## config.mk

```make
export PLATFORM = sky130hd
export DESIGN_NAME = tile_load_sequencer
export DESIGN_NICKNAME = d
export VERILOG_FILES = /design/src/rtl/tinyml_load_pkg.sv /design/src/rtl/tile_assembler.sv /design/src/rtl/tile_load_sequencer.sv
export SDC_FILE = /design/constraint.sdc
export NUM_CORES = 1
export LEC_CHECK = 0
export CORE_UTILIZATION = 40
export DETAILED_ROUTE_END_ITERATION = 16
export GPL_TIMING_DRIVEN = 0
export SETUP_SLACK_MARGIN = 0.4
export SLEW_MARGIN = 40
export SYNTH_ARGS = -nofsm -noshare
export SYNTH_HDL_FRONTEND = slang
export SYNTH_HIERARCHICAL = 1
export SYNTH_SLANG_ARGS = --single-unit
```

## constraint.sdc

```tcl
create_clock -name clk -period 12.6 [get_ports clk]
set_clock_uncertainty 0.1 [all_clocks]
set_input_delay 3.15 -clock clk [delete_from_list [all_inputs] [get_ports clk]]
set_output_delay 3.15 -clock clk [all_outputs]
set_load 0.01 [all_outputs]
```

## src/rtl/tinyml_load_pkg.sv

```systemverilog
// Shared types and constants for the LOAD path: FSM states, tile type and the
// per-beat length mask applied while packing elements into a tile.
package tinyml_load_pkg;

  localparam int DATA_WIDTH     = 8;
  localparam int TILE_WIDTH     = 256;
  localparam int TILE_ELEMS     = TILE_WIDTH / DATA_WIDTH;
  localparam int MEM_DATA_WIDTH = 64;
  localparam int BEAT_ELEMS     = MEM_DATA_WIDTH / DATA_WIDTH;
  localparam int BEATS_PER_TILE = TILE_WIDTH / MEM_DATA_WIDTH;
  localparam int ADDR_WIDTH     = 24;
  localparam int LEN_WIDTH      = 20;

  localparam logic [LEN_WIDTH:0]    BEAT_STEP       = (LEN_WIDTH + 1)'(BEAT_ELEMS);
  localparam logic [ADDR_WIDTH-1:0] ADDR_STEP       = ADDR_WIDTH'(MEM_DATA_WIDTH / 8);
  localparam logic [ADDR_WIDTH-1:0] ADDR_ALIGN_MASK = ~(ADDR_WIDTH'(MEM_DATA_WIDTH / 8 - 1));
  localparam logic [1:0]            LAST_SLOT       = 2'(BEATS_PER_TILE - 1);

  typedef enum logic [2:0] {
    ST_IDLE  = 3'd0,
    ST_REQ   = 3'd1,
    ST_WAIT  = 3'd2,
    ST_WRITE = 3'd3,
    ST_DONE  = 3'd4
  } load_state_t;

  typedef logic [TILE_WIDTH-1:0] tile_t;

  // Zero every element of a beat whose absolute index lies at or past the length.
  function automatic logic [MEM_DATA_WIDTH-1:0] mask_beat(
    input logic [MEM_DATA_WIDTH-1:0] beat,
    input logic [LEN_WIDTH:0]        base,
    input logic [LEN_WIDTH-1:0]      len
  );
    logic [MEM_DATA_WIDTH-1:0] res;
    logic [LEN_WIDTH+1:0]      elem;
    res = beat;
    for (int j = 0; j < BEAT_ELEMS; j++) begin
      elem = {1'b0, base} + (LEN_WIDTH + 2)'(j);
      res[j*DATA_WIDTH +: DATA_WIDTH] = (elem >= {2'b00, len}) ? 8'h00
                                        : beat[j*DATA_WIDTH +: DATA_WIDTH];
    end
    return res;
  endfunction

endpackage

```

## src/rtl/tile_assembler.sv

```systemverilog
// Holds the tile under construction: drops each masked beat into its slot and
// clears the whole tile when a command starts or a tile has been written.
module tile_assembler
  import tinyml_load_pkg::*;
(
  input  logic                      clk,
  input  logic                      rst,
  input  logic                      clear,
  input  logic                      load,
  input  logic [1:0]                slot,
  input  logic [LEN_WIDTH:0]        elem_base,
  input  logic [LEN_WIDTH-1:0]      length,
  input  logic [MEM_DATA_WIDTH-1:0] beat,
  output tile_t                     tile_r
);

  tile_t tile_next_s;

  // Next tile value: clear wins over a beat load.
  always_comb begin
    tile_next_s = tile_r;
    if (clear) begin
      tile_next_s = '0;
    end else if (load) begin
      tile_next_s[{slot, 6'd0} +: MEM_DATA_WIDTH] = mask_beat(beat, elem_base, length);
    end else begin
      tile_next_s = tile_r;
    end
  end

  // Tile storage register.
  always_ff @(posedge clk or posedge rst) begin
    if (rst) begin
      tile_r <= '0;
    end else begin
      tile_r <= tile_next_s;
    end
  end

endmodule

```

## src/rtl/tile_load_sequencer.sv

```systemverilog
// Executes one LOAD command: fetches int8 elements as 64-bit beats, packs them
// into 256-bit tiles and pulses one buffer write per tile, then signals done.
module tile_load_sequencer
  import tinyml_load_pkg::*;
(
  input  logic                      clk,
  input  logic                      rst,
  input  logic                      start,
  input  logic                      is_matrix,
  input  logic [ADDR_WIDTH-1:0]     dram_addr,
  input  logic [LEN_WIDTH-1:0]      length,
  input  logic [4:0]                buffer_id,
  output logic                      busy,
  output logic                      done,
  output logic                      mem_req_valid,
  input  logic                      mem_req_ready,
  output logic [ADDR_WIDTH-1:0]     mem_addr,
  input  logic                      mem_rvalid,
  input  logic [MEM_DATA_WIDTH-1:0] mem_rdata,
  output logic                      vec_write_enable,
  output logic                      mat_write_enable,
  output logic [4:0]                write_buffer_id,
  output logic [TILE_WIDTH-1:0]     write_tile,
  output logic [LEN_WIDTH-1:0]      tiles_written
);

  load_state_t           state_r;
  logic [ADDR_WIDTH-1:0] addr_r;
  logic [LEN_WIDTH-1:0]  len_r;
  logic [4:0]            buf_id_r;
  logic                  is_mat_r;
  logic [1:0]            beat_idx_r;
  logic [LEN_WIDTH:0]    elem_cnt_r;

  logic [LEN_WIDTH:0]    elem_sum_s;
  logic [LEN_WIDTH:0]    elem_next_s;
  logic [ADDR_WIDTH-1:0] addr_next_s;
  logic [ADDR_WIDTH-1:0] aligned_addr_s;
  logic                  asm_clear_s;
  logic                  asm_load_s;
  tile_t                 tile_s;

  // Saturating element count, next beat address and assembler controls.
  always_comb begin
    elem_sum_s = elem_cnt_r + BEAT_STEP;
    if (elem_sum_s >= {1'b0, len_r}) begin
      elem_next_s = {1'b0, len_r};
    end else begin
      elem_next_s = elem_sum_s;
    end
    addr_next_s    = addr_r + ADDR_STEP;
    aligned_addr_s = dram_addr & ADDR_ALIGN_MASK;
    asm_clear_s    = ((state_r == ST_IDLE) && start) || (state_r == ST_WRITE);
    asm_load_s     = (state_r == ST_WAIT) && mem_rvalid;
  end

  tile_assembler u_tile_assembler (
    .clk       (clk),
    .rst       (rst),
    .clear     (asm_clear_s),
    .load      (asm_load_s),
    .slot      (beat_idx_r),
    .elem_base (elem_cnt_r),
    .length    (len_r),
    .beat      (mem_rdata),
    .tile_r    (tile_s)
  );

  assign write_tile = tile_s;

  // Command FSM; every output is set on the transition into the state that owns it.
  always_ff @(posedge clk or posedge rst) begin
    if (rst) begin
      state_r          <= ST_IDLE;
      addr_r           <= '0;
      len_r            <= '0;
      buf_id_r         <= 5'd0;
      is_mat_r         <= 1'b0;
      beat_idx_r       <= 2'd0;
      elem_cnt_r       <= '0;
      busy             <= 1'b0;
      done             <= 1'b0;
      mem_req_valid    <= 1'b0;
      mem_addr         <= '0;
      vec_write_enable <= 1'b0;
      mat_write_enable <= 1'b0;
      write_buffer_id  <= 5'd0;
      tiles_written    <= '0;
    end else begin
      case (state_r)
        ST_IDLE: begin
          done <= 1'b0;
          if (start) begin
            addr_r        <= aligned_addr_s;
            len_r         <= length;
            buf_id_r      <= buffer_id;
            is_mat_r      <= is_matrix;
            beat_idx_r    <= 2'd0;
            elem_cnt_r    <= '0;
            tiles_written <= '0;
            busy          <= 1'b1;
            if (length == '0) begin
              state_r <= ST_DONE;
              done    <= 1'b1;
            end else begin
              state_r       <= ST_REQ;
              mem_req_valid <= 1'b1;
              mem_addr      <= aligned_addr_s;
            end
          end
        end
        ST_REQ: begin
          if (mem_req_ready) begin
            mem_req_valid <= 1'b0;
            state_r       <= ST_WAIT;
          end
        end
        ST_WAIT: begin
          if (mem_rvalid) begin
            elem_cnt_r <= elem_next_s;
            addr_r     <= addr_next_s;
            if ((beat_idx_r == LAST_SLOT) || (elem_next_s == {1'b0, len_r})) begin
              state_r          <= ST_WRITE;
              vec_write_enable <= ~is_mat_r;
              mat_write_enable <= is_mat_r;
              write_buffer_id  <= buf_id_r;
            end else begin
              beat_idx_r    <= beat_idx_r + 2'd1;
              state_r       <= ST_REQ;
              mem_req_valid <= 1'b1;
              mem_addr      <= addr_next_s;
            end
          end
        end
        ST_WRITE: begin
          vec_write_enable <= 1'b0;
          mat_write_enable <= 1'b0;
          tiles_written    <= tiles_written + LEN_WIDTH'(1);
          beat_idx_r       <= 2'd0;
          if (elem_cnt_r < {1'b0, len_r}) begin
            state_r       <= ST_REQ;
            mem_req_valid <= 1'b1;
            mem_addr      <= addr_r;
          end else begin
            state_r <= ST_DONE;
            done    <= 1'b1;
          end
        end
        ST_DONE: begin
          done    <= 1'b0;
          busy    <= 1'b0;
          state_r <= ST_IDLE;
        end
        default: begin
          state_r          <= ST_IDLE;
          busy             <= 1'b0;
          done             <= 1'b0;
          mem_req_valid    <= 1'b0;
          vec_write_enable <= 1'b0;
          mat_write_enable <= 1'b0;
        end
      endcase
    end
  end

endmodule
```

### Signal wires by layer

The bar under the picture is 50 um long.
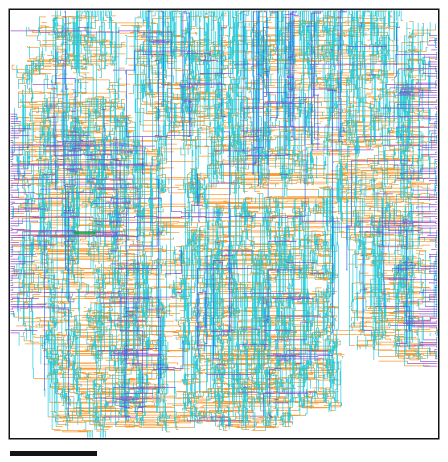
met1 -> orange  # wire length 37.8 mm
met5 -> green  # wire length 11.0 um
met2 -> cyan  # wire length 43.6 mm
met4 -> blue  # wire length 3,930 um
met3 -> purple  # wire length 5,570 um
Vias: 21.90k
final wirelength: 90,900 um

### Where the registers sit

Other sequential cells in the stronger grey, the rest of the logic in the fainter grey.
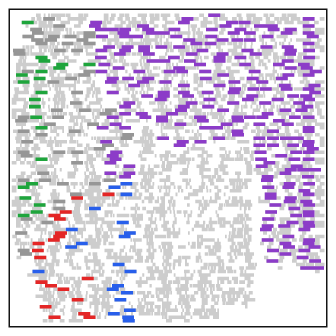
u_tile_assembler/tile_r -> purple  # placed flops 256
mem_addr -> green  # placed flops 22
len_r -> red  # placed flops 20, where bottom left
elem_cnt_r -> blue  # placed flops 21
not coloured = 62
post-layout util: 52.75%
sequential power: 0.00162 W

### Ports around the boundary

Pins as bars across the die edge, other pins in grey.
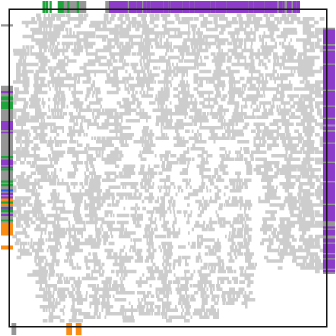
write_tile -> purple  # pins 256, direction output, edge 125 top, 116 right, 15 left
length -> orange  # pins 20, direction input, edge 12 left, 8 bottom
mem_addr -> green  # pins 24, direction output, edge 14 left, 10 top
mat_write_enable -> blue  # pins 1, direction output, edge left
all pins by edge = 190 top, 140 right, 88 left, 11 bottom
Die Y: 244.9 um
port buffer count: 425
Die Wd: 244.9 um

==> results.py <==
# Auto-generated metrics
metrics = {
    "yosys": {
        "adder_share_pct": 10.76,
        "synth-compound-area-share_pct": 17.69,
        "ys_sh_mux_pct": 2.858,
        "yosysTopAreaCellShare_pct": 40.41,
        "xor_area_share_pct": 6.814,
        "top_cells_by_count": "381 x dfrtp_1, 379 x nand2_1, 203 x ha_1, 198 x o21ai_0, 143 x a22o_1",
        "ys_warn_count": 6,
        "synth-async-reset-ratio_pct": 100.0,
        "synth.avg_cell_area_sq_um": 9.297,
        "yosysCellCount": 2538,
    },
    "final_layout": {
        "top_regs": "u_tile_assembler/tile_r (256), mem_addr (22)",
        "finish.instance_area_sq_um": 30610,
        "largest_class": "multi-input combinational cells",
        "layout_top_cell": "clkdlybuf4s50_1",
        "antenna_cells": 4,
        "top_register": "u_tile_assembler/tile_r",
        "buffers": 588,
        "lay_top_cells": "425 x clkdlybuf4s50_1, 381 x dfrtp_1, 379 x nand2_1",
        "buffer_area_share_pct": 16.56,
        "clock_cell_area_share_pct": 5.037,
        "comb_area_share_pct": 43.05,
    },
    "placed_design": {
        "globalplace.congestion": 0.9491,
        "pre_cts_ws_ps": 4873,
    },
    "drt": {
        "met3_length_um": 5566,
        "drtIter0Drc": 1644,
        "met1_length_um": 37780,
        "avgRoutedWirePerCell_um": 23.80,
        "drc": 0,
    },
    "critical_path": {
        "timing_worst_setup_path_type": "in2reg",
        "worstSetupStartpointType": "input pin",
        "cp_num_buf_inv": 6,
        "r2r_slack_ps": 6770,
        "arrival_ps": 7700,
        "cp_max_fo": 10,
        "slowest_delay_ps": 640,
        "crit_top_cell": "clkbuf_1",
        "cp_data_required_time_ps": 12990,
    },
    "clock_network": {
        "postCtsSetupRepairBufs": 0,
        "cts_resized": 0,
        "holdBufCountCts": 0,
    },
    "global_route": {
        "track_usage_pct": 29.92,
        "grt-ovfl-total": 0,
        "grtUsageMet3_pct": 4.220,
        "grt_pass1_vias": 22190,
        "use_met1_pct": 37.84,
    },
    "power": {
        "swShare_pct": 40.48,
        "p_comb_share_pct": 42.9,
        "max-vdd-ir-drop_uv": 128.3,
        "cellLeakagePower_nw": 13.69,
    },
    "timing": {
        "finalCritPeriodShare_pct": 58.00,
        "hold-worst-slack_ps": 371.4,
        "fmax_ghz": 0.1368,
        "maxSlewViolCount": 0,
    },
    "floorplanning": {
        "fp_util_pct": 40.66,
        "io_pins": 429,
        "chip_area_sq_um": 59960,
        "core_area_sq_um": 58030,
    },
    "flow_run": {
        "cap_violations": 0,
    },
    "outcome": {
        "status": "completed",
    },
}
### Clock distribution

The bar under the picture is 50 um long.
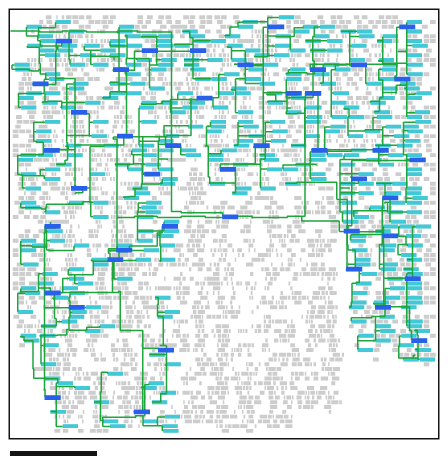
clock wires -> green  # length 5,320 um
flip-flops -> cyan  # count 381
cells driving clock nets -> blue  # count 43
routed clock nets = 44
flops lie = spread over the die
Clock Power Share: 26.1%
clk latency late pin: 580 ps
clk pwr: 0.00137 W

### Clock nets

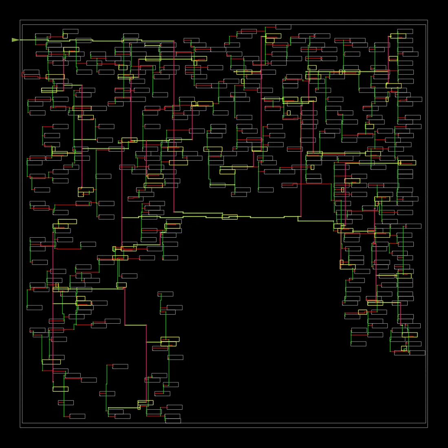
TritonCTS Buffers: 43
clock sinks: 381
sequential cell count: 381
clock buf count: 55

[path summary, 6_finish.rpt]
check,to,from,cells after the start
worst max-delay path,u_tile_assembler/tile_r[74],mem_rvalid,12
worst max register to register,u_tile_assembler/tile_r[74],state_r[1],14
min in group asynchronous,u_tile_assembler/tile_r[5],rst,2
worst min-delay path,buf_id_r[2],buf_id_r[2],2
max in group asynchronous,u_tile_assembler/tile_r[96],rst,5
worst min register to register,buf_id_r[2],buf_id_r[2],2
[power by group through the flow]
stage               clock network (W)  registers (W)  logic (W)
finish                        0.00137        0.00162    0.00225
global route                  0.00144        0.00165    0.00245
CTS                           0.00139        0.00162    0.00224
detailed placement                  0        0.00164    0.00222
global placement                    0        0.00163    0.00216
floorplan                           0        0.00163    0.00128
Power and IR drop assume default switching activity.
